==> config.mk <==
export PLATFORM = sky130hd
export DESIGN_NAME = clock_activity_monitor
export DESIGN_NICKNAME = d
export VERILOG_FILES = /design/src/rtl/clock_activity_monitor.sv
export SDC_FILE = /design/constraint.sdc
export NUM_CORES = 1
export LEC_CHECK = 0
export CAP_MARGIN = 10
export CORE_MARGIN = 5
export CORE_UTILIZATION = 40
export CTS_BUF_LIST = sky130_fd_sc_hd__clkbuf_16
export DETAILED_ROUTE_END_ITERATION = 10
export GPL_TIMING_DRIVEN = 0
export PLACE_DENSITY_LB_ADDON = 0.12
export SLEW_MARGIN = 20
export SYNTH_ARGS = -nofsm -noshare
export SYNTH_HDL_FRONTEND = slang
export SYNTH_SLANG_ARGS = --single-unit
==> constraint.sdc <==
create_clock -name clock -period 2.5 [get_ports clock]
set_input_delay 0.5 -clock clock [delete_from_list [all_inputs] [get_ports clock]]
set_output_delay 0.5 -clock clock [all_outputs]
set_load 0.02 [all_outputs]
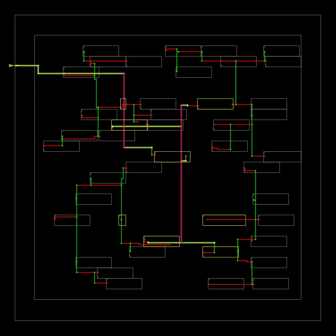
final_clocks.png
TritonCTS Sinks: 37
clk_skew: 0.00554 ns
P_clk: 689 uW

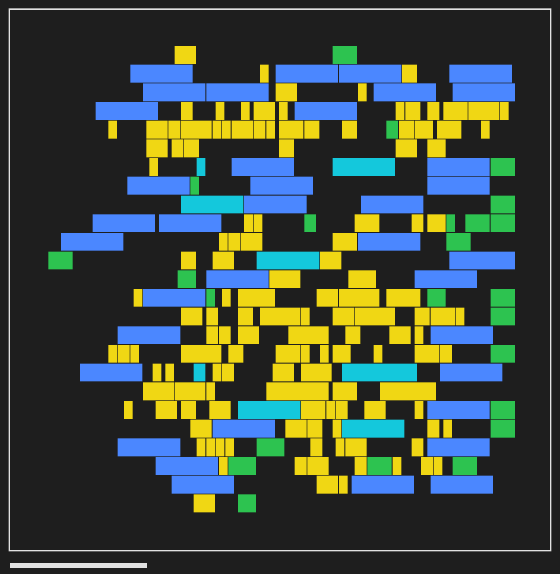
cell_classes.png
Scale bar: 20 um.
legend:
  flip-flops:
    color: blue
    cells: 37
    share_of_their_area: 41%
  clock drivers and dummy loads:
    color: cyan
    cells: 8
    share_of_their_area: 7.3%
  all other logic:
    color: yellow
    cells: 133
    share_of_their_area: 42%
  other buffers and delay cells:
    color: green
    cells: 24
    share_of_their_area: 9.2%
flop share of the area: 0.401
Core Footprint: 4660 um^2

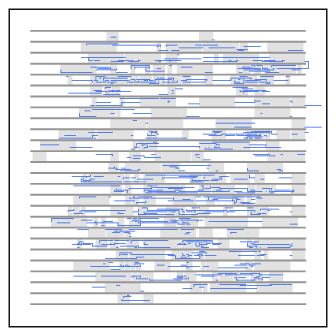
met1.png
Supply wires on this layer in gray.
share of all routed wire: 46%
wire length on this layer: 1,610 um
vias after detailed routing: 1,314
final wirelength: 3470 um
met1 Usage GRT: 0.163

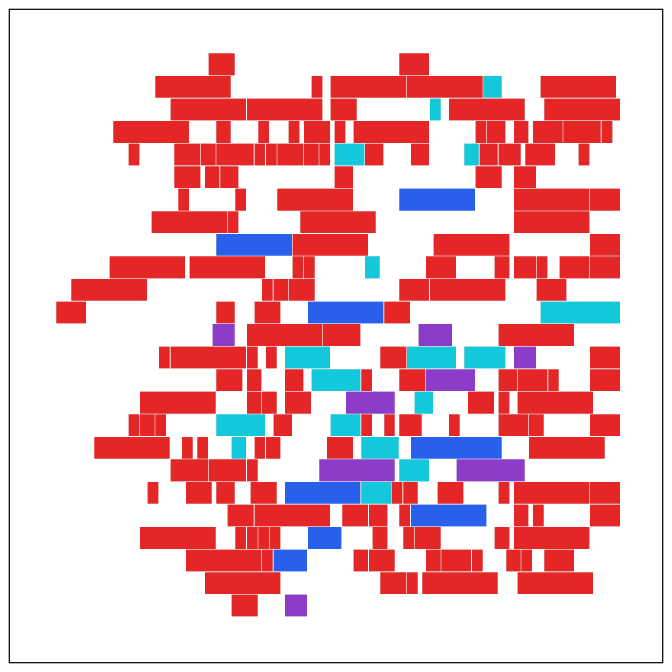
drive_strength.png
legend:
  drive 6 and up:
    color: blue
    cells: 8
    most_used: clkbuf_16
  drive 1 or less:
    color: red
    cells: 169
    most_used: dfrtp_1
  drive 2:
    color: cyan
    cells: 17
  drive 3 to 4:
    color: purple
    cells: 8
    most_used: buf_4
area delta synth->final: 22.6%
non-clock buffer count: 24
design area: 2310 um^2

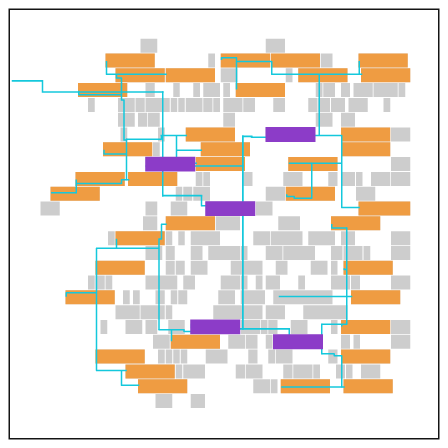
clock_map.png
legend:
  clock wires:
    color: cyan
    length: 477 um
  flip-flops:
    color: orange
    count: 37
  cells driving clock nets:
    color: purple
    count: 5
routed clock nets: 6
clock share of power: 0.375
clk_lat worst skew: 0.28 ns

==> results.json <==
{
  "status": "completed",
  "cts_made_buffers": 5,
  "maxCapViolCount": 0,
  "initCoreUtil": 0.404,
  "synth_top_cell_by_count": "dfrtp_1",
  "synth.distinct_cells": 41,
  "timing.final.crit_share": 0.949,
  "ys_async_sr_fraction": 1.00,
  "arrival_ns": 2.58,
  "die_w_um": 78.6,
  "p_leak_uw": 0.000998,
  "start_kind": "flop",
  "tap_cells": 54,
  "topCombFamilyByArea": "simple AND/OR/NAND/NOR gates",
  "htree_levels": 2,
  "syn-cell-area_um2": 1880,
  "n_antenna_cell": 0,
  "required_ns": 2.71,
  "synthCells": 178,
  "synthXorXnorAreaFrac": 0.111,
  "chipArea_um2": 6180,
  "setup_viol": 0,
  "clk_path_buf_depth": 2,
  "total_power_uw": 1840,
  "busiest_layer": "met2",
  "final_cell_mix": "dfrtp_1, nor2_1, nand2_1",
  "fin_cells": 256,
  "grt_use_met2": 0.208,
  "hold_depth": 0,
  "grt-ovfl-total": 0,
  "worstSetupEndpointType": "flop",
  "hold_viol_final": 0,
  "yosys_area_um2": 1880,
  "io_buffers": 14,
  "logic_gates": 125,
  "path_clk_slew_ns": 0.06,
  "placed_area_um2": 2090,
  "comb_share": 0.396,
  "area.sequential_um2": 927,
  "ff_count": 37,
  "mi_logic_area_um2": 916,
  "slew_headroom": 0.489,
  "clkCellAreaFrac": 0.0709,
  "ys_seq_frac": 0.492,
  "cts-root-buf": "clkbuf_16"
}
[critical path, cell delays in order (launching register included)]
cell      delay [ns]
dfrtp_1         0.38
nand2b_1        0.10
inv_1           0.05
ha_2            0.22
ha_4            0.19
nor3_1          0.13
a31oi_1         0.08
or3_4           0.36
nor3_4          0.23
mux2i_4         0.36
a32o_1          0.21
[metal layers]
| layer | wire [um] | share of wire | vias to the layer above |
|---|---|---|---|
| met5 | 0 | 0 | - |
| met4 | 54 | 0.016 | 0 |
| met3 | 139 | 0.040 | 6 |
| met2 | 1660 | 0.48 | 20 |
| met1 | 1610 | 0.46 | 639 |
| li1 | - | - | 649 |
Power is estimated from default activity; no workload was simulated.
